**src/rtl/uart_rx_fifo.sv**
```systemverilog
// 8N1 serial receiver with a byte FIFO feeding the console uart char_in/read inputs.
// Optional even-parity framing (8E1) is enabled by defining UART_RX_PARITY_EN.
module uart_rx_fifo #(
  parameter int BAUD_DIV   = 434,
  parameter int FIFO_DEPTH = 8
) (
  input  logic                          clk,
  input  logic                          reset,
  input  logic                          rx,
  input  logic                          char_busy,
  output logic [7:0]                    char_in,
  output logic                          read,
  output logic [$clog2(FIFO_DEPTH):0]   fifo_count,
  output logic                          frame_err,
`ifdef UART_RX_PARITY_EN
  output logic                          parity_err,
`endif
  output logic                          overrun
);

  localparam int DATA_W = 8;
  localparam int PTR_W  = $clog2(FIFO_DEPTH);
  localparam int CNT_W  = PTR_W + 1;
  localparam logic [15:0] HALF_BIT = 16'(BAUD_DIV / 2);
  localparam logic [15:0] FULL_BIT = 16'(BAUD_DIV);
  localparam logic [CNT_W-1:0] DEPTH_C = CNT_W'(FIFO_DEPTH);

  typedef enum logic [2:0] {IDLE, START, DATA, PARITY, STOP} state_t;

  state_t                   state, state_nxt;
  logic                     rx_p0, rx_s, rx_s_p1;
  logic [15:0]              bit_cnt;
  logic [2:0]               bit_idx;
  logic signed [DATA_W-1:0] shift_p0;
  logic                     expire;
  logic                     cnt_ld, bit_clr, shift_en, push, stop_bad;
  logic [15:0]              cnt_ld_val;
`ifdef UART_RX_PARITY_EN
  logic                     par_bad_r, par_sample, par_flag;
`endif

  logic [DATA_W-1:0]        mem [FIFO_DEPTH];
  logic [PTR_W-1:0]         wr_ptr, rd_ptr;
  logic [CNT_W-1:0]         count;
  logic                     pop, full, wr_en, ovr;

  // Stage p0/p1: two-flop synchronizer, then one more flop for edge detection
  always_ff @(posedge clk) begin
    if (reset) begin
      rx_p0   <= 1'b1;
      rx_s    <= 1'b1;
      rx_s_p1 <= 1'b1;
    end else begin
      rx_p0   <= rx;
      rx_s    <= rx_p0;
      rx_s_p1 <= rx_s;
    end
  end

  assign expire = (bit_cnt == 16'd1);

  always_comb begin
    state_nxt  = state;
    cnt_ld     = 1'b0;
    cnt_ld_val = FULL_BIT;
    bit_clr    = 1'b0;
    shift_en   = 1'b0;
    push       = 1'b0;
    stop_bad   = 1'b0;
`ifdef UART_RX_PARITY_EN
    par_sample = 1'b0;
    par_flag   = 1'b0;
`endif
    case (state)
      IDLE: begin
        if (rx_s_p1 && !rx_s) begin
          cnt_ld     = 1'b1;
          cnt_ld_val = HALF_BIT;
          state_nxt  = START;
        end
      end
      START: begin
        if (expire) begin
          if (!rx_s) begin
            cnt_ld    = 1'b1;
            bit_clr   = 1'b1;
            state_nxt = DATA;
          end else begin
            state_nxt = IDLE;
          end
        end
      end
      DATA: begin
        if (expire) begin
          shift_en = 1'b1;
          cnt_ld   = 1'b1;
          if (bit_idx == 3'd7) begin
`ifdef UART_RX_PARITY_EN
            state_nxt = PARITY;
`else
            state_nxt = STOP;
`endif
          end
        end
      end
`ifdef UART_RX_PARITY_EN
      PARITY: begin
        if (expire) begin
          par_sample = 1'b1;
          cnt_ld     = 1'b1;
          state_nxt  = STOP;
        end
      end
`endif
      STOP: begin
        if (expire) begin
          state_nxt = IDLE;
          stop_bad  = !rx_s;
`ifdef UART_RX_PARITY_EN
          par_flag  = par_bad_r;
          push      = rx_s && !par_bad_r;
`else
          push      = rx_s;
`endif
        end
      end
      default: state_nxt = IDLE;
    endcase
  end

  always_ff @(posedge clk) begin
    if (reset) begin
      state   <= IDLE;
      bit_cnt <= 16'd0;
      bit_idx <= 3'd0;
    end else begin
      state <= state_nxt;
      if (cnt_ld)
        bit_cnt <= cnt_ld_val;
      else if (bit_cnt > 16'd1)
        bit_cnt <= bit_cnt - 16'd1;
      if (bit_clr)
        bit_idx <= 3'd0;
      else if (shift_en)
        bit_idx <= bit_idx + 3'd1;
    end
  end

  // Data path: LSB-first deserializer, no reset needed
  always_ff @(posedge clk) begin
    if (shift_en)
      shift_p0 <= {rx_s, shift_p0[DATA_W-1:1]};
  end

`ifdef UART_RX_PARITY_EN
  // Even parity: data ones plus the parity bit must sum to an even number
  always_ff @(posedge clk) begin
    if (reset)
      par_bad_r <= 1'b0;
    else if (par_sample)
      par_bad_r <= (^shift_p0) ^ rx_s;
  end
`endif

  // A pop in the same cycle frees the slot, so a push into a full FIFO is legal then
  assign pop   = (count != '0) && !char_busy;
  assign full  = (count == DEPTH_C);
  assign wr_en = push && (!full || pop);
  assign ovr   = push && full && !pop;

  always_ff @(posedge clk) begin
    if (wr_en)
      mem[wr_ptr] <= shift_p0;
  end

  always_ff @(posedge clk) begin
    if (reset) begin
      wr_ptr     <= '0;
      rd_ptr     <= '0;
      count      <= '0;
      read       <= 1'b0;
      char_in    <= 8'h00;
      frame_err  <= 1'b0;
      overrun    <= 1'b0;
`ifdef UART_RX_PARITY_EN
      parity_err <= 1'b0;
`endif
    end else begin
      read      <= pop;
      frame_err <= stop_bad;
      overrun   <= ovr;
`ifdef UART_RX_PARITY_EN
      parity_err <= par_flag;
`endif
      if (pop) begin
        char_in <= mem[rd_ptr];
        rd_ptr  <= rd_ptr + 1'b1;
      end
      if (wr_en)
        wr_ptr <= wr_ptr + 1'b1;
      case ({wr_en, pop})
        2'b10:   count <= count + 1'b1;
        2'b01:   count <= count - 1'b1;
        default: count <= count;
      endcase
    end
  end

  assign fifo_count = count;

endmodule

```
**config.mk**
```make
export PLATFORM = sky130hd
export DESIGN_NAME = uart_rx_fifo
export DESIGN_NICKNAME = d
export VERILOG_FILES = /design/src/rtl/uart_rx_fifo.sv
export SDC_FILE = /design/constraint.sdc
export NUM_CORES = 1
export LEC_CHECK = 0
export CAP_MARGIN = 5
export CELL_PAD_IN_SITES_DETAIL_PLACEMENT = 1
export CELL_PAD_IN_SITES_GLOBAL_PLACEMENT = 2
export CORE_MARGIN = 1
export CORE_UTILIZATION = 46
export CTS_CLUSTER_DIAMETER = 100
export DETAILED_ROUTE_END_ITERATION = 10
export GPL_ROUTABILITY_DRIVEN = 0
export PLACE_DENSITY_LB_ADDON = 0.15
export RECOVER_POWER = 100
export REMOVE_ABC_BUFFERS = 1
export SYNTH_ARGS = -nofsm -noshare
export SYNTH_HDL_FRONTEND = slang
export SYNTH_SLANG_ARGS = --single-unit
```
**constraint.sdc**
```tcl
create_clock -name clk -period 9.45 [get_ports clk]
set_clock_uncertainty 0.1 [all_clocks]
set_input_delay 1.89 -clock clk [delete_from_list [all_inputs] [get_ports clk]]
set_output_delay 1.89 -clock clk [all_outputs]
set_load 0.1 [all_outputs]
```
run_1/clock_map.png
Scale: 4 px per um.
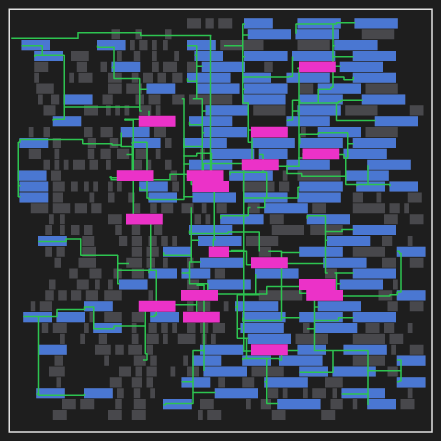
legend:
  cells driving clock nets:
    color: magenta
    count: 17
  flip-flops:
    color: blue
    count: 118
  clock wires:
    color: green
    length: 1,470 um
routed clock nets: 18
flops lie: all over the die

run_1/port_nets.png
Scale: 4 px per um.
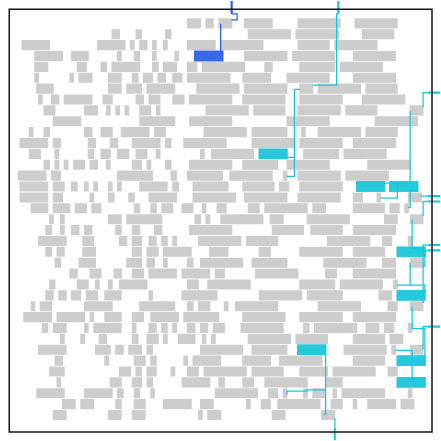
legend:
  char_in:
    color: cyan
    bits: 8
    direction: output
    edge: 6 right, 1 bottom, 1 top
    end_cells: 8
    wire: 217 um
  frame_err:
    color: blue
    bits: 1
    direction: output
    edge: top
    end_cells: 1
    wire: 12.6 um

run_1/wire_density.png
Scale: 4 px per um. The die is cut into 21 by 21 equal tiles; white is low, dark blue is high, scaled to the fullest tile. Values are wire area over tile area, all layers added.
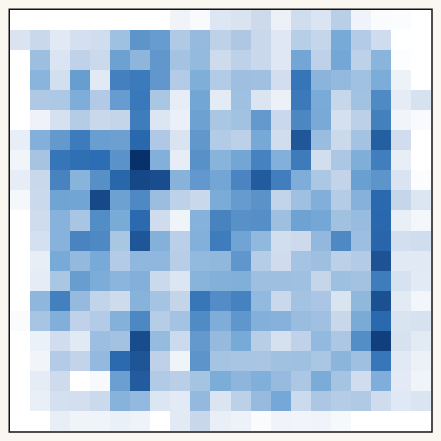
nearly empty tiles: 8.6%
tiles over half the peak: 23%
mean over tiles: 0.15

run_1/final_congestion.png
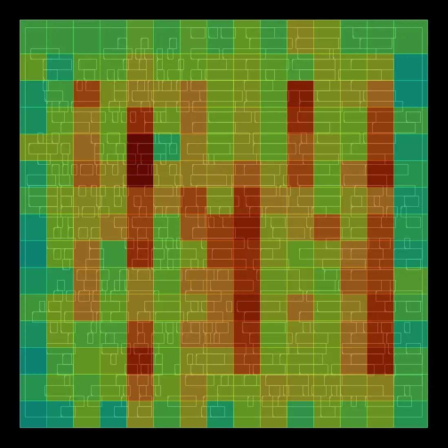
met1 Use GR: 24.1%
Final Util: 56.4%
most crowded layer after global routing: met2
DR WL/cell: 19.8 um

run 1: power groups by stage:
stage               combinational, uW  clock (uW)  sequential, uW
floorplan                         294           0             780
global placement                  555           0             644
detailed placement                562           0             645
CTS                               565         689             635
global route                      599         714             638
finish                            547         681             632
run 1: critical path, cell delays in order:
cell and delay [ns]:
clkdlybuf4s50_1 0.47, a21oi_1 1.32, nand2_1 0.16, xnor2_1 0.21
ha_1 0.21, a2111oi_0 0.37, a31oi_1 0.09, mux2_1 0.32
run 1: metal layers:
metal	wire length, um	vias to the layer above	part of all wire (%)	global-route usage [%]
met1	4520	1520	42	24.1
met3	186	18	1.7	4.27
li1	-	1449	-	-
met4	243	0	2.3	8.85
met5	0	-	0	0
met2	5720	36	54	38.4
run 1: kinds of logic after synthesis:
group	after synthesis	synth area share, %
and+or+nand+nor	122	13.8
DFF	118	62.8
AOI/OAI and AO/OA	47	6.39
muxes	31	10.4
buffers and inverters	23	1.96
xor gates and xnor gates	16	2.85
adders and majority gates	7	1.78
run 1: layout by cell type, fill, tap and decap left out, types with 12 or more instances in the layout:
cell,instances
edfxtp_1,72
dfxtp_1,46
nor2_1,38
nand2_1,18
mux4_2,16
clkbuf_16,16
dlygate4sd3_1,16
mux2i_1,13
a211oi_1,13
a21oi_1,12
xnor2_1,12
run 1: metrics by stage:
step / setup WS (ns) / std cells
after global routing: 4.43 / 539
after floorplan: 5.27 / 347
after global placement: 4.88 / 505
after detailed placement: 4.77 / 505
final: 4.72 / 539
after CTS: 5.31 / 537
run 1: final timing paths:
check | start | end | slack (ns) | cells past startpoint
min | rx_p0 | rx_s | 0.32 | 1
max reg2reg | bit_cnt[2] | mem[4][0] | 5.06 | 4
max | char_busy | fifo_count[2] | 4.72 | 8
min reg2reg | rx_p0 | rx_s | 0.32 | 1
run 1: area by class of cell:
class / count / area share (%)
Clock buffer: 17 / 7.12
Sequential cell: 118 / 53.0
Multi-Input combinational cell: 223 / 29.4
Inverter: 6 / 0.387
Timing Repair Buffer: 24 / 3.55
Tap cell: 136 / 2.92
Clock inverter: 15 / 3.70
run 1: state kept, by name (all words and copies together) (netlist names), 3 cells and up:
register    cells
wr_ptr          3
fifo_count      4
bit_cnt        16
shift_p0        8
mem            64
rd_ptr          3
state           3
char_in         8
bit_idx         3
==> out/metrics.csv, run 1 <==
stage,metric,value,unit
clocking,CTS Buffer Depth,2,
hold_path,worst min-delay path category,reg2reg,
run_status,failing checks,"capacitance limit, slew limit",
global_routing,GRT overflow,0,
sta,fin. max-slew vios,67,
run_status,status,"finished, violations left",
yosys,synthesized cell area,0.00491,mm2
floorplan,Die Height,105,um
cells_and_area,antenna cells,0,
yosys,Main synth FF type,edfxtp_1,
route,drt total wl,10700,um
floorplan,row cnt,37,
yosys,synthesized area per cell,13.5,um2
power,internal power,1200,uW
cells_and_area,layout cells sized above 1,14.9,%
clocking,htree depth,4,
yosys,top-count cell post-synth,edfxtp_1,
setup_path,CP Class,in2reg,
route,Final ANT Viol Nets,0,
cells_and_area,Filler cells,1012,
yosys,Largest cells by area,"edfxtp_1, dfxtp_1, mux4_2",
yosys,YS chip area,0.00491,mm2
yosys,"EDFF count, synth",72,
power,sw frac,35.2,%
power,Leakage,0.00197,uW
clocking,Setup Buffers After CTS,0,
cells_and_area,Flop area,0.00308,mm2
setup_path,crit path max fanout,20,
yosys,ys cells,364,
setup_path,crit start category,input port,
clocking,CTS Root Cell,clkbuf_8,
clocking,clock-pin slew on the worst setup and hold paths,0.06,ns
setup_path,Arrival @ worst endpoint,5.02,ns
yosys,Post-synth seq share,62.8,%
flow_run,Max Cap Viol,3,
cells_and_area,Finished Cell Area,0.00582,mm2
power,Reg power frac,34.0,%
placement,Final HPWL DP,7210,um
yosys,largest area contributor in the netlist,edfxtp_1,
setup_path,Critical Path RT,9.75,ns
sta,FMAX,212,MHz
yosys,Yosys cell types,51,
route,1st-iter DRT viols,139,
run_1/gate_families.png
Scale: 4 px per um.
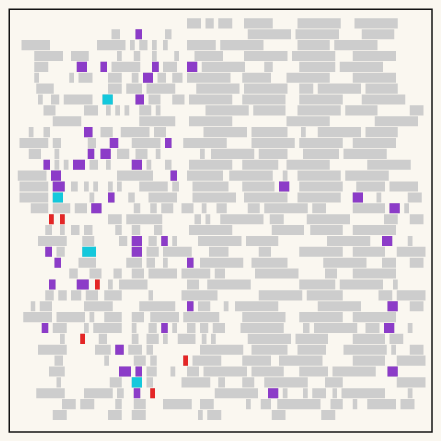

## Run 2: what changed since run 1
--- a/config.mk
+++ b/config.mk
@@ -9,7 +9,7 @@
 export CELL_PAD_IN_SITES_DETAIL_PLACEMENT = 1
 export CELL_PAD_IN_SITES_GLOBAL_PLACEMENT = 2
 export CORE_MARGIN = 1
-export CORE_UTILIZATION = 46
+export CORE_UTILIZATION = 39
 export CTS_CLUSTER_DIAMETER = 100
 export DETAILED_ROUTE_END_ITERATION = 10
 export GPL_ROUTABILITY_DRIVEN = 0
==> constraint.sdc (replaced) <==
create_clock -name clk -period 4.1 [get_ports clk]
set_clock_uncertainty 0.1 [all_clocks]
set_input_delay 0.82 -clock clk [delete_from_list [all_inputs] [get_ports clk]]
set_output_delay 0.82 -clock clk [all_outputs]
set_load 0.1 [all_outputs]
run_2/gate_families.png
Scale: 3 px per um.
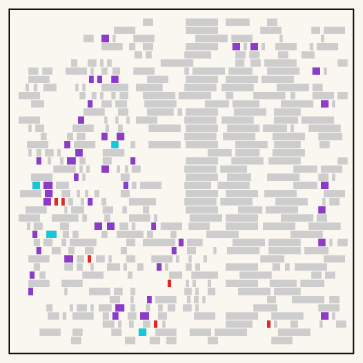
legend:
  inverters:
    color: red
    cells: 6
    most_used: inv_1
  AND-OR and OR-AND gates:
    color: cyan
    cells: 4
    most_used: a21o_1
  inverting AOI/OAI gates:
    color: purple
    cells: 43
    most_used: a211oi_1
    where: all over the die
final std cells w/o fill: 574
Comb/total area: 29.6%

run_2/final_congestion.png
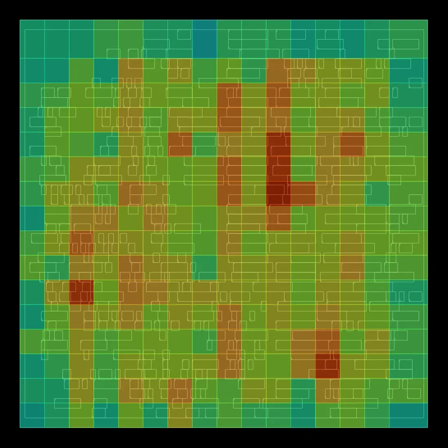
met1 Use GR: 21.7%
Final Util: 47.8%
DR WL/cell: 17.4 um
GR Util met2: 29.2%

run_2/port_nets.png
Scale: 4 px per um.
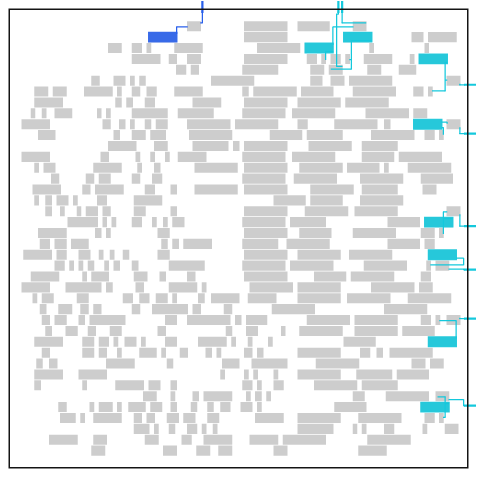
legend:
  char_in:
    color: cyan
    bits: 8
    direction: output
    edge: 6 right, 2 top
    end_cells: 8
    wire: 127 um
  frame_err:
    color: blue
    bits: 1
    direction: output
    edge: top
    end_cells: 1
    wire: 7.80 um

==> out/metrics.csv, run 2 <==
stage,metric,value,unit,change
setup_path,Critical R2R Capture,mem[4][6],,
power,Leakage,0.00194,uW,-1.8%
yosys,largest area contributor in the netlist,edfxtp_1,,
route,1st-iter DRT viols,116,,-17%
setup_path,R2R depth,6,,+2
setup_path,Arrival @ worst endpoint,3.03,ns,-1.99 ns
yosys,ys cells,364,,unchanged
cells_and_area,Top reg by flops,mem,,
floorplan,Die Height,114,um,+8.4%
yosys,Yosys cell types,51,,unchanged
flow_run,Max Cap Viol,1,,-2
setup_path,crit-path max cell delay,0.89,ns,-0.43 ns
route,drt total wl,9980,um,-6.5%
route,Final ANT Viol Nets,0,,unchanged
setup_path,slowest CP cell,nor4b_2,,
setup_path,crit start category,register,,
run_status,failing checks,"capacitance limit, slew limit",,
hold_path,worst hold path depth,1,,unchanged
clocking,htree depth,4,,unchanged
hold_path,worst min-delay path category,reg2reg,,
hold_path,Worst Hold End,rx_s,,
yosys,"EDFF count, synth",72,,unchanged
setup_path,Reg-to-Reg Start,bit_cnt[1],,
cells_and_area,Filler cells,1228,,+21%
cells_and_area,highest-count logic cell in the final layout,edfxtp_1,,
yosys,Post-synth seq share,62.8,%,unchanged
yosys,synthesized area per cell,13.5,um2,unchanged
global_routing,GRT overflow,0,,unchanged
yosys,Main synth FF type,edfxtp_1,,
placement,Final HPWL DP,6800,um,-5.7%
run_status,status,"finished, violations left",,
yosys,synthesized cell area,0.00491,mm2,unchanged
setup_path,cell family with the largest share of critical-path delay,simple AND/OR/NAND/NOR gates,,
setup_path,CP Class,reg2reg,,
sta,fin. max-slew vios,36,,-46%
## run 2: cell count changes in the layout (fill, tap and decap cells not counted), sizes merged
| cell | previous run | this run |
|---|---|---|
| buf | 1 | 2 |
| clkinv | 5 | 8 |
| bufinv | 4 | 1 |
| clkbuf | 22 | 24 |
| inv | 12 | 9 |
| clkinvlp | 0 | 3 |
## run 2: how the worst max path moves through the flow
stage | from | end | slack (ns) | cells past startpoint
3_3_place_gp | char_busy | mem[4][6] | 0.96 | 4
6_report | bit_cnt[1] | mem[4][6] | 0.99 | 6
4_1_cts | bit_cnt[1] | mem[4][5] | 0.95 | 6
5_1_grt | bit_cnt[1] | mem[4][7] | 0.70 | 6
2_1_floorplan | fifo_count[0] | fifo_count[2] | 0.51 | 8
3_5_place_dp | char_busy | mem[4][7] | 0.94 | 4
## run 2: cells by family after synthesis
group                    after synthesis  synth area share [%]
AND-OR/OR-AND                         47                  6.39
XOR/XNOR                              16                  2.85
adder cells (fa/ha/maj)                7                  1.78
buffers and inverters                 23                  1.96
flip-flops                           118                  62.8
multiplexers                          31                  10.4
AND/OR/NAND/NOR                      122                  13.8
## run 2: power breakdown
group          switching (uW)  leakage [uW]  internal, uW
Clock                     535      0.000267           832
Sequential                106       0.00102          1350
Combinational             823      0.000647           427
## run 2: layout make-up
| type | count | area, um2 | area share [%] |
|---|---|---|---|
| clock buffer | 17 | 425 | 7.32 |
| clock inverter | 15 | 129 | 2.22 |
| inverter | 6 | 22.5 | 0.388 |
| multi-input combinational | 223 | 1720 | 29.6 |
| sequential | 118 | 3080 | 53.0 |
| tap | 168 | 210 | 3.62 |
| timing repair buffer | 27 | 221 | 3.81 |
## run 2: worst reg2reg max path: stages, from the launching register on
cell and delay (ns):
dfxtp_1 0.34, inv_1 0.09, ha_1 0.20, or4b_1 0.59
nor2_1 0.22, nand4_1 0.29, nor4b_2 0.89
## run 2: metrics by stage
stage / hold slack [ns] / power (uW) / setup WS [ns] / utilization [%] / cell area [um2]
detailed placement: 0.312 / 2780 / 0.943 / 43.7 / 5310
global placement: 0.305 / 2770 / 0.959 / 43.7 / 5310
finish: 0.315 / 4080 / 0.990 / 47.8 / 5810
floorplan: 0.289 / 2480 / 0.512 / - / 4840
global route: 0.337 / 4310 / 0.697 / 47.8 / 5810
CTS: 0.324 / 4160 / 0.951 / 48.2 / 5870
## run 2: routing by layer
layer	vias up	GRT usage, %	routed length [um]
met4	0	6.49	103
met2	34	29.2	5070
met3	10	4.92	238
met5	-	0	0
met1	1471	21.7	4560
li1	1456	-	-
Power figures rest on the tool's default switching activity, not on a simulated workload.
